==> src/rtl/uart_tx_fifo_if.sv <==
// Byte-FIFO bus between the CPU store path, the UART register block and the
// UART transmitter. The master side is the environment (CPU writes and the
// transmitter's busy level); the slave side is the FIFO itself.
interface uart_tx_fifo_if #(
  parameter int DWIDTH = 8,
  parameter int DEPTH  = 16
);
  localparam int CW = $clog2(DEPTH) + 1;

  logic              wr_en;
  logic [DWIDTH-1:0] wr_data;
  logic              clr_ovf;
  logic              tx_busy;
  logic              tx_start;
  logic [DWIDTH-1:0] d_tx;
  logic              full;
  logic              empty;
  logic [CW-1:0]     count;
  logic              overflow;

  modport master (
    output wr_en, wr_data, clr_ovf, tx_busy,
    input  tx_start, d_tx, full, empty, count, overflow
  );

  modport slave (
    input  wr_en, wr_data, clr_ovf, tx_busy,
    output tx_start, d_tx, full, empty, count, overflow
  );
endinterface

==> src/rtl/uart_tx_fifo.sv <==
// Transmit FIFO for the UART. The CPU can burst-write up to DEPTH bytes. A
// small FSM pops one byte at a time and hands it to the transmitter with a
// start/busy handshake. The FIFO reports full/empty/count and a sticky
// overflow flag to the register block.
module uart_tx_fifo #(
  parameter int DWIDTH = 8,
  parameter int DEPTH  = 16
) (
  input  logic            clk,
  input  logic            reset,
  uart_tx_fifo_if.slave   bus
);
  localparam int AW = $clog2(DEPTH);
  localparam int CW = AW + 1;

  typedef enum logic [1:0] {
    IDLE      = 2'd0,
    LOAD      = 2'd1,
    WAIT_ACK  = 2'd2,
    WAIT_DONE = 2'd3
  } state_t;

  state_t            state_q;
  logic [DWIDTH-1:0] mem_q [DEPTH];
  logic [AW-1:0]     wr_ptr_q, wr_ptr_d;
  logic [AW-1:0]     rd_ptr_q, rd_ptr_d;
  logic [CW-1:0]     count_q, count_d;
  logic              ovf_q, ovf_d;
  logic              tx_start_q;
  logic [DWIDTH-1:0] d_tx_q;

  logic full_w, empty_w, push, drop, pop;

  // Flags come from the registered count, so they describe the pre-pop
  // occupancy. A write into a full FIFO is dropped even when a pop happens
  // in the same cycle.
  assign full_w  = (count_q == CW'(DEPTH));
  assign empty_w = (count_q == '0);
  assign push    = bus.wr_en & ~full_w;
  assign drop    = bus.wr_en & full_w;
  assign pop     = (state_q == IDLE) & ~empty_w & ~bus.tx_busy;

  assign bus.full     = full_w;
  assign bus.empty    = empty_w;
  assign bus.count    = count_q;
  assign bus.overflow = ovf_q;
  assign bus.tx_start = tx_start_q;
  assign bus.d_tx     = d_tx_q;

  // Next-state for pointers, occupancy and the sticky overflow flag
  always_comb begin
    wr_ptr_d = wr_ptr_q;
    rd_ptr_d = rd_ptr_q;
    count_d  = count_q;
    ovf_d    = ovf_q;
    if (push) wr_ptr_d = wr_ptr_q + 1'b1;
    if (pop)  rd_ptr_d = rd_ptr_q + 1'b1;
    case ({push, pop})
      2'b10:   count_d = count_q + 1'b1;
      2'b01:   count_d = count_q - 1'b1;
      default: count_d = count_q;
    endcase
    // A dropped write wins over a clear in the same cycle
    if (drop)             ovf_d = 1'b1;
    else if (bus.clr_ovf) ovf_d = 1'b0;
  end

  // Storage array; contents are don't-care until written, so no reset
  always_ff @(posedge clk) begin
    if (push) mem_q[wr_ptr_q] <= bus.wr_data;
  end

  // Pointer, count and overflow registers
  always_ff @(posedge clk) begin
    if (!reset) begin
      wr_ptr_q <= '0;
      rd_ptr_q <= '0;
      count_q  <= '0;
      ovf_q    <= 1'b0;
    end else begin
      wr_ptr_q <= wr_ptr_d;
      rd_ptr_q <= rd_ptr_d;
      count_q  <= count_d;
      ovf_q    <= ovf_d;
    end
  end

  // Transmit handshake FSM with registered tx_start/d_tx. At most one byte is
  // in flight. d_tx only changes on a pop.
  always_ff @(posedge clk) begin
    if (!reset) begin
      state_q    <= IDLE;
      tx_start_q <= 1'b0;
      d_tx_q     <= '0;
    end else begin
      case (state_q)
        IDLE: begin
          if (pop) begin
            d_tx_q  <= mem_q[rd_ptr_q];
            state_q <= LOAD;
          end
        end
        LOAD: begin
          tx_start_q <= 1'b1;
          state_q    <= WAIT_ACK;
        end
        WAIT_ACK: begin
          // Transmitter ticks are slow; wait as long as it takes
          if (bus.tx_busy) begin
            tx_start_q <= 1'b0;
            state_q    <= WAIT_DONE;
          end
        end
        WAIT_DONE: begin
          if (!bus.tx_busy) state_q <= IDLE;
        end
        default: begin
          tx_start_q <= 1'b0;
          state_q    <= IDLE;
        end
      endcase
    end
  end
endmodule
==> src/flat_wrapper.sv <==
// flat-port wrapper written by rule: the top's interface ports become plain ports
module uart_tx_fifo_flat 
#(
  parameter int DWIDTH = 8,
  parameter int DEPTH  = 16
)
  (clk, reset, bus_wr_en, bus_wr_data, bus_clr_ovf, bus_tx_busy, bus_tx_start, bus_d_tx, bus_full, bus_empty, bus_count, bus_overflow);
  uart_tx_fifo_if #(.DWIDTH(DWIDTH), .DEPTH(DEPTH)) bus_i ();
  input  logic clk;
  input  logic reset;
  input wire logic [$bits(bus_i.wr_en)-1:0] bus_wr_en;
  input wire logic [$bits(bus_i.wr_data)-1:0] bus_wr_data;
  input wire logic [$bits(bus_i.clr_ovf)-1:0] bus_clr_ovf;
  input wire logic [$bits(bus_i.tx_busy)-1:0] bus_tx_busy;
  output wire logic [$bits(bus_i.tx_start)-1:0] bus_tx_start;
  output wire logic [$bits(bus_i.d_tx)-1:0] bus_d_tx;
  output wire logic [$bits(bus_i.full)-1:0] bus_full;
  output wire logic [$bits(bus_i.empty)-1:0] bus_empty;
  output wire logic [$bits(bus_i.count)-1:0] bus_count;
  output wire logic [$bits(bus_i.overflow)-1:0] bus_overflow;
  assign bus_i.wr_en = bus_wr_en;
  assign bus_i.wr_data = bus_wr_data;
  assign bus_i.clr_ovf = bus_clr_ovf;
  assign bus_i.tx_busy = bus_tx_busy;
  assign bus_tx_start = bus_i.tx_start;
  assign bus_d_tx = bus_i.d_tx;
  assign bus_full = bus_i.full;
  assign bus_empty = bus_i.empty;
  assign bus_count = bus_i.count;
  assign bus_overflow = bus_i.overflow;
  uart_tx_fifo #(.DWIDTH(DWIDTH), .DEPTH(DEPTH)) u_core (.clk(clk), .reset(reset), .bus(bus_i));
endmodule
==> config.mk <==
export PLATFORM = sky130hd
export DESIGN_NAME = uart_tx_fifo_flat
export DESIGN_NICKNAME = d
export VERILOG_FILES = /design/src/rtl/uart_tx_fifo_if.sv /design/src/rtl/uart_tx_fifo.sv /design/src/flat_wrapper.sv
export SDC_FILE = /design/constraint.sdc
export NUM_CORES = 1
export LEC_CHECK = 0
export CELL_PAD_IN_SITES_DETAIL_PLACEMENT = 2
export CELL_PAD_IN_SITES_GLOBAL_PLACEMENT = 2
export CORE_UTILIZATION = 30
export CTS_CLUSTER_DIAMETER = 100
export CTS_CLUSTER_SIZE = 14
export DETAILED_ROUTE_END_ITERATION = 10
export HOLD_SLACK_MARGIN = 0.08
export MAX_ROUTING_LAYER = met4
export PLACE_DENSITY_LB_ADDON = 0.1
export SLEW_MARGIN = 20
export SYNTH_ARGS = -nofsm -noshare
export SYNTH_HDL_FRONTEND = slang
export SYNTH_SLANG_ARGS = --single-unit
==> constraint.sdc <==
create_clock -name clk -period 3.1 [get_ports clk]
set_input_delay 0.62 -clock clk [delete_from_list [all_inputs] [get_ports clk]]
set_output_delay 0.62 -clock clk [all_outputs]
set_load 0.05 [all_outputs]
### Wire density map, run 1

Drawn at 2 px/µm. The die is cut into 29 by 29 equal tiles; white is low, dark blue is high, scaled to the fullest tile. Values are wire area over tile area, all layers added.
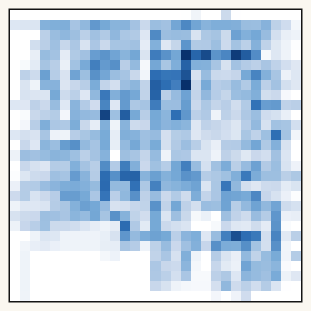
- emptiest ninth of the die: lower left
- mean over tiles: 0.10
- tiles over half the peak: 15%
Overall Global Routing Usage: 0.153
vias post-DR: 3346
Avg WL per Cell: 20.6 µm

### Congestion heat map, run 1

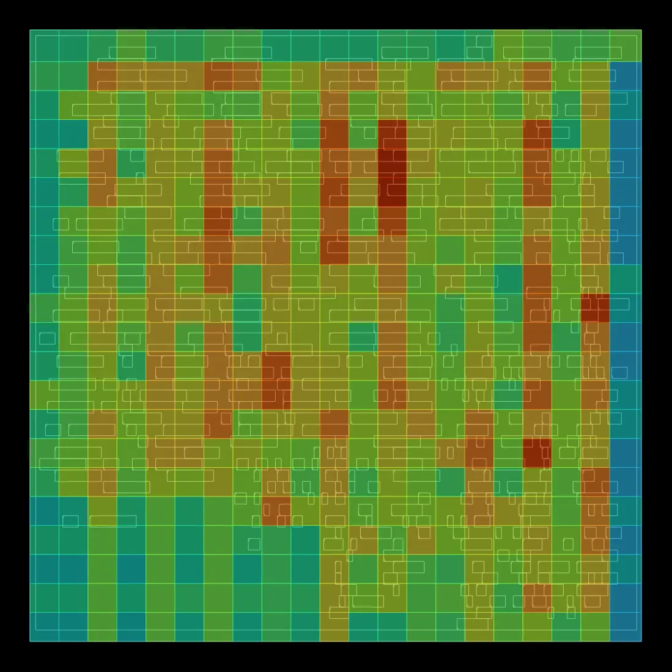
met1 layer usage reported by global route: 0.196
global-route layer with the greatest usage: met2
Final Core Density: 0.370
grt met3 use: 0.0373

==> notes.md, run 1 <==
The run finished with clean final reports. For this run the detailed placement stage logged an HPWL of 9790 µm. Per the detail_route log, met2 wirelength is 7040 µm. The timing report gives the worst reg2reg path a setup slack of 0.30 ns. Clock tree synthesis found a total of 153 sinks.

In the log, the iteration count for the first detailed-route pass is 6. Yosys attributes the largest share of cell area to edfxtp_1 (62%), mux4_2 (9.5%), dfxtp_1 (8.1%). The violation tally from detailed-route iteration zero is 172, and the global routing usage on met2 is 0.238.

Leaving out the clock tree, the finished layout contains a buffer count of 53. For the worst setup path, the data arrival time is 2.22 ns. For the fraction of power consumed by the clock network, the log shows 0.341.

Synthesis produced 364 cells. From left edge to right edge, the die measures 146 µm. Total of max-cap violations: 0. The run gives 2.46 mW as the sequential logic power.

Looking at the VDD voltage map, the peak drop is 359 µV. Looking at area per cell type in the netlist, the leader is edfxtp_1. The combinational power reported by the tool is 1.41 mW.

With the post-synthesis sequential area ratio at 0.703, the critical path buffer and inverter count is 2. The final max-slew violation count was 0. Setup slack on the critical path of the routed design comes to 0.256 ns.

The run gives 783 nW/µm² for the total power divided by cell area. For the worst reg-to-reg path, the endpoint reported by OpenROAD is u_core.bus.count[4]. The pin slew with the least headroom to its limit was 0.899 ns; the total of hold buffers inserted after clock tree synthesis was 0. The highest clock frequency the design can meet was 352 MHz. The mean post-synth cell area works out to 17.0 µm².

The run gives 0 for the number of antenna violations at the first check in global routing. The final layout contains a sequential cell count of 153. The run gives 0 for the fraction of registers with async set or reset after synthesis.
### Gate families picked out, run 1

Drawn at 2 px/µm.
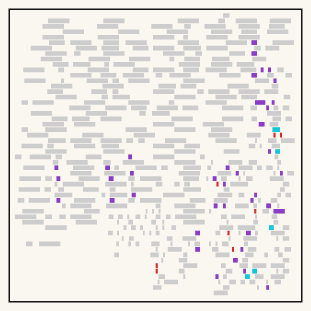
- AND-OR and OR-AND gates: cyan (cells 5)
- inverters: red (cells 8)
- inverting AOI/OAI gates: purple (cells 39)
leading cell type in the layout, fill and taps excluded: edfxtp_1
logic share of the area: 0.230
post-route non-filler standard cell count: 701

### Nets reached from selected ports, run 1

Drawn at 3 px/µm.
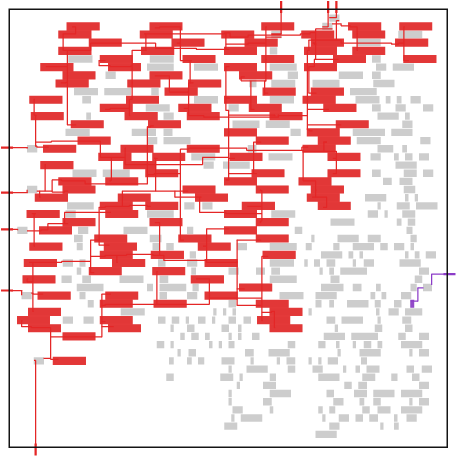
- `bus_wr_data`: red (bits 8; direction input; end cells 128; buffers 8; wire 1590 µm)
- `bus_empty`: purple (bits 1; direction output; end cells 1; buffers 1; wire 16.5 µm)

--- run 2 (diff from run 1) ---
- CAP_MARGIN: unset -> 20
- SETUP_SLACK_MARGIN: unset -> 0.05
### Wire density map, run 2

Drawn at 2 px/µm. The die is cut into 29 by 29 equal tiles; white is low, dark blue is high, scaled to the fullest tile. Values are wire area over tile area, all layers added.
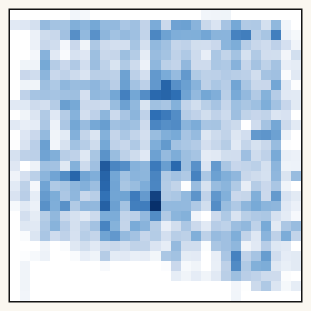
- emptiest ninth of the die: lower left
- densest ninth of the die: center
- mean over tiles: 0.11
- fullest tile: 0.41
- nearly empty tiles: 17%
- tiles over half the peak: 12%

==> notes.md, run 2 <==
The sink count of the clock tree is 153 (unchanged), and the met3 usage in global routing is 0.0389 (+0.00157). The total track usage is 0.157 (+0.00391). For the global-route track usage on met1, the log shows 0.195 (-0.00120). The detailed-routed wire length on met2 came out at 7600 µm (+8.0%). The total of hold buffers inserted after clock tree synthesis was 0 (unchanged); the worst clock skew was 0.0102 ns. The mean routed wirelength per cell is 21.6 µm (+5.1%), and the fraction of area in registers is 0.576.

The total power divided by cell area was 806 nW/µm² (+3.0%). The number of antenna violations at the first check in global routing is 0 (unchanged), and the slack of the worst reg-to-reg path is 0.31 ns (about the same). Fraction of area in multi-input gates: 0.229 (-0.00183). The power drawn by the combinational cells came out at 1.40 mW (about the same). The mean post-synth cell area came out at 17.0 µm² (unchanged). The run gives 146 µm (unchanged) for the die span in x. Capturing point of the worst reg2reg path: u_core.bus.count[4].

The tools report the flip-flop and latch count as 153 (unchanged). The finished design was reported to have a net count of 445. The sequential logic power was 2.47 mW (about the same); the fraction of cell area in non-clock buffers was 0.0636. Largest voltage drop on the vdd net: 327 µV (-8.9%). The final max-slew violation count was 0 (unchanged); the number of cells in the finished layout apart from fillers was 701 (unchanged). The routing layer with the top usage in global route was met2. The flow ran to the end, and the final reports show no timing, DRC or antenna violations.

The first global-routing pass estimated 23000 µm of wire. The first-pass iteration count of the detailed router is 6 (unchanged). By area the synthesized netlist is led by edfxtp_1 (62%), mux4_2 (9.5%), dfxtp_1 (8.1%). Critical path buffer and inverter count: 2 (unchanged). For the violation tally from detailed-route iteration zero, the log shows 197 (+15%). The run gives 53 (unchanged) for the non-clock buffer count in the final layout.

Once detail routing completed, the nets flagged for antenna violations numbered 0. For the highest clock frequency the design can meet, the log shows 348 MHz (-0.98%). For the arrival time reported for the critical path endpoint, the log shows 2.25 ns (+0.03 ns). The number of setup buffers added after CTS is 0. The global routing usage on met2 was 0.257 (+0.0187).

The capturing element type of the critical path was an output port. The logs give 364 (unchanged) for the cell count after synthesis and 0.703 (unchanged) for the post-synthesis sequential area ratio. The run gives 3346 (unchanged) as the via total after detailed routing. The fraction of power consumed by the clock network is 0.365 (+0.024). Among logic cells in the layout, the one with the most instances is edfxtp_1. The pin slew with the least headroom to its limit came out at 0.875 ns (-0.0244 ns). Per the final timing report, the hold violations number 0.

Final core utilization: 0.373 (+0.00297). The run gives 0 (unchanged) as the total of max-cap violations.
--- run 3 (diff from run 2) ---
- ABC_AREA: unset -> 1
- GPL_ROUTABILITY_DRIVEN: unset -> 0
- SETUP_SLACK_MARGIN: 0.05 -> 0.1
### Wire density map, run 3

Drawn at 2 px/µm. The die is cut into 30 by 30 equal tiles; white is low, dark blue is high, scaled to the fullest tile. Values are wire area over tile area, all layers added.
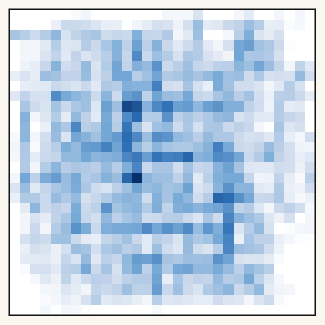
- mean over tiles: 0.13
- densest ninth of the die: center
- emptiest ninth of the die: lower left
- fullest tile: 0.48
- nearly empty tiles: 13%
- tiles over half the peak: 12%

==> notes.md, run 3 <==
The run finished, with violations left. The checks that failed: design-rule violations. The run gives 694 (+91%) as the cell count after synthesis. Looking at the reg2reg group, the worst path ends at u_core.bus.count[4]. The number of cells in the finished layout apart from fillers was 1029 (+47%). For the power drawn by the combinational cells, the log shows 2.30 mW (+64%). The post-synthesis sequential area ratio was 0.641 (-0.0618); the non-clock buffer count in the final layout was 53 (unchanged). Fraction of cell area in non-clock buffers: 0.0587 (-0.00491). Per the cell usage report, the commonest logic cell in the layout is nand2_1. The die span in x was 152 µm (+4.6%); the number of antenna violations at the first check in global routing was 0 (unchanged). TritonRoute reported its final design rule violation total as 3. For the number of hold-slack violations in the final timing report, the log shows 0 (unchanged).

For the violation tally from detailed-route iteration zero, the log shows 160 (-19%). After synthesis, the cell types taking the most area are edfxtp_1 (57%), nand2_1 (13%), dfxtp_1 (7.4%). With the critical path buffer and inverter count at 2 (unchanged), the number of setup buffers added after CTS is 0 (unchanged). The total track usage was 0.187 (+0.0297). The run gives 0.236 (+0.00732) for the fraction of area in multi-input gates. The flip-flop and latch count is 153 (unchanged). For the met3 usage in global routing, the log shows 0.0327 (-0.00616). With the total of max-cap violations at 0 (unchanged), the total of hold buffers inserted after clock tree synthesis is 0 (unchanged).

The slack of the worst reg-to-reg path came out at 0.79 ns (+0.48 ns). The tools report the final max-slew violation count as 0 (unchanged). The pin slew with the least headroom to its limit was 0.905 ns (+0.0307 ns). The logs give 0.242 (+0.0475) for the global-route track usage on met1 and 371 MHz (+6.4%) for the highest clock frequency the design can meet.
Power is estimated from default activity; no workload was simulated.
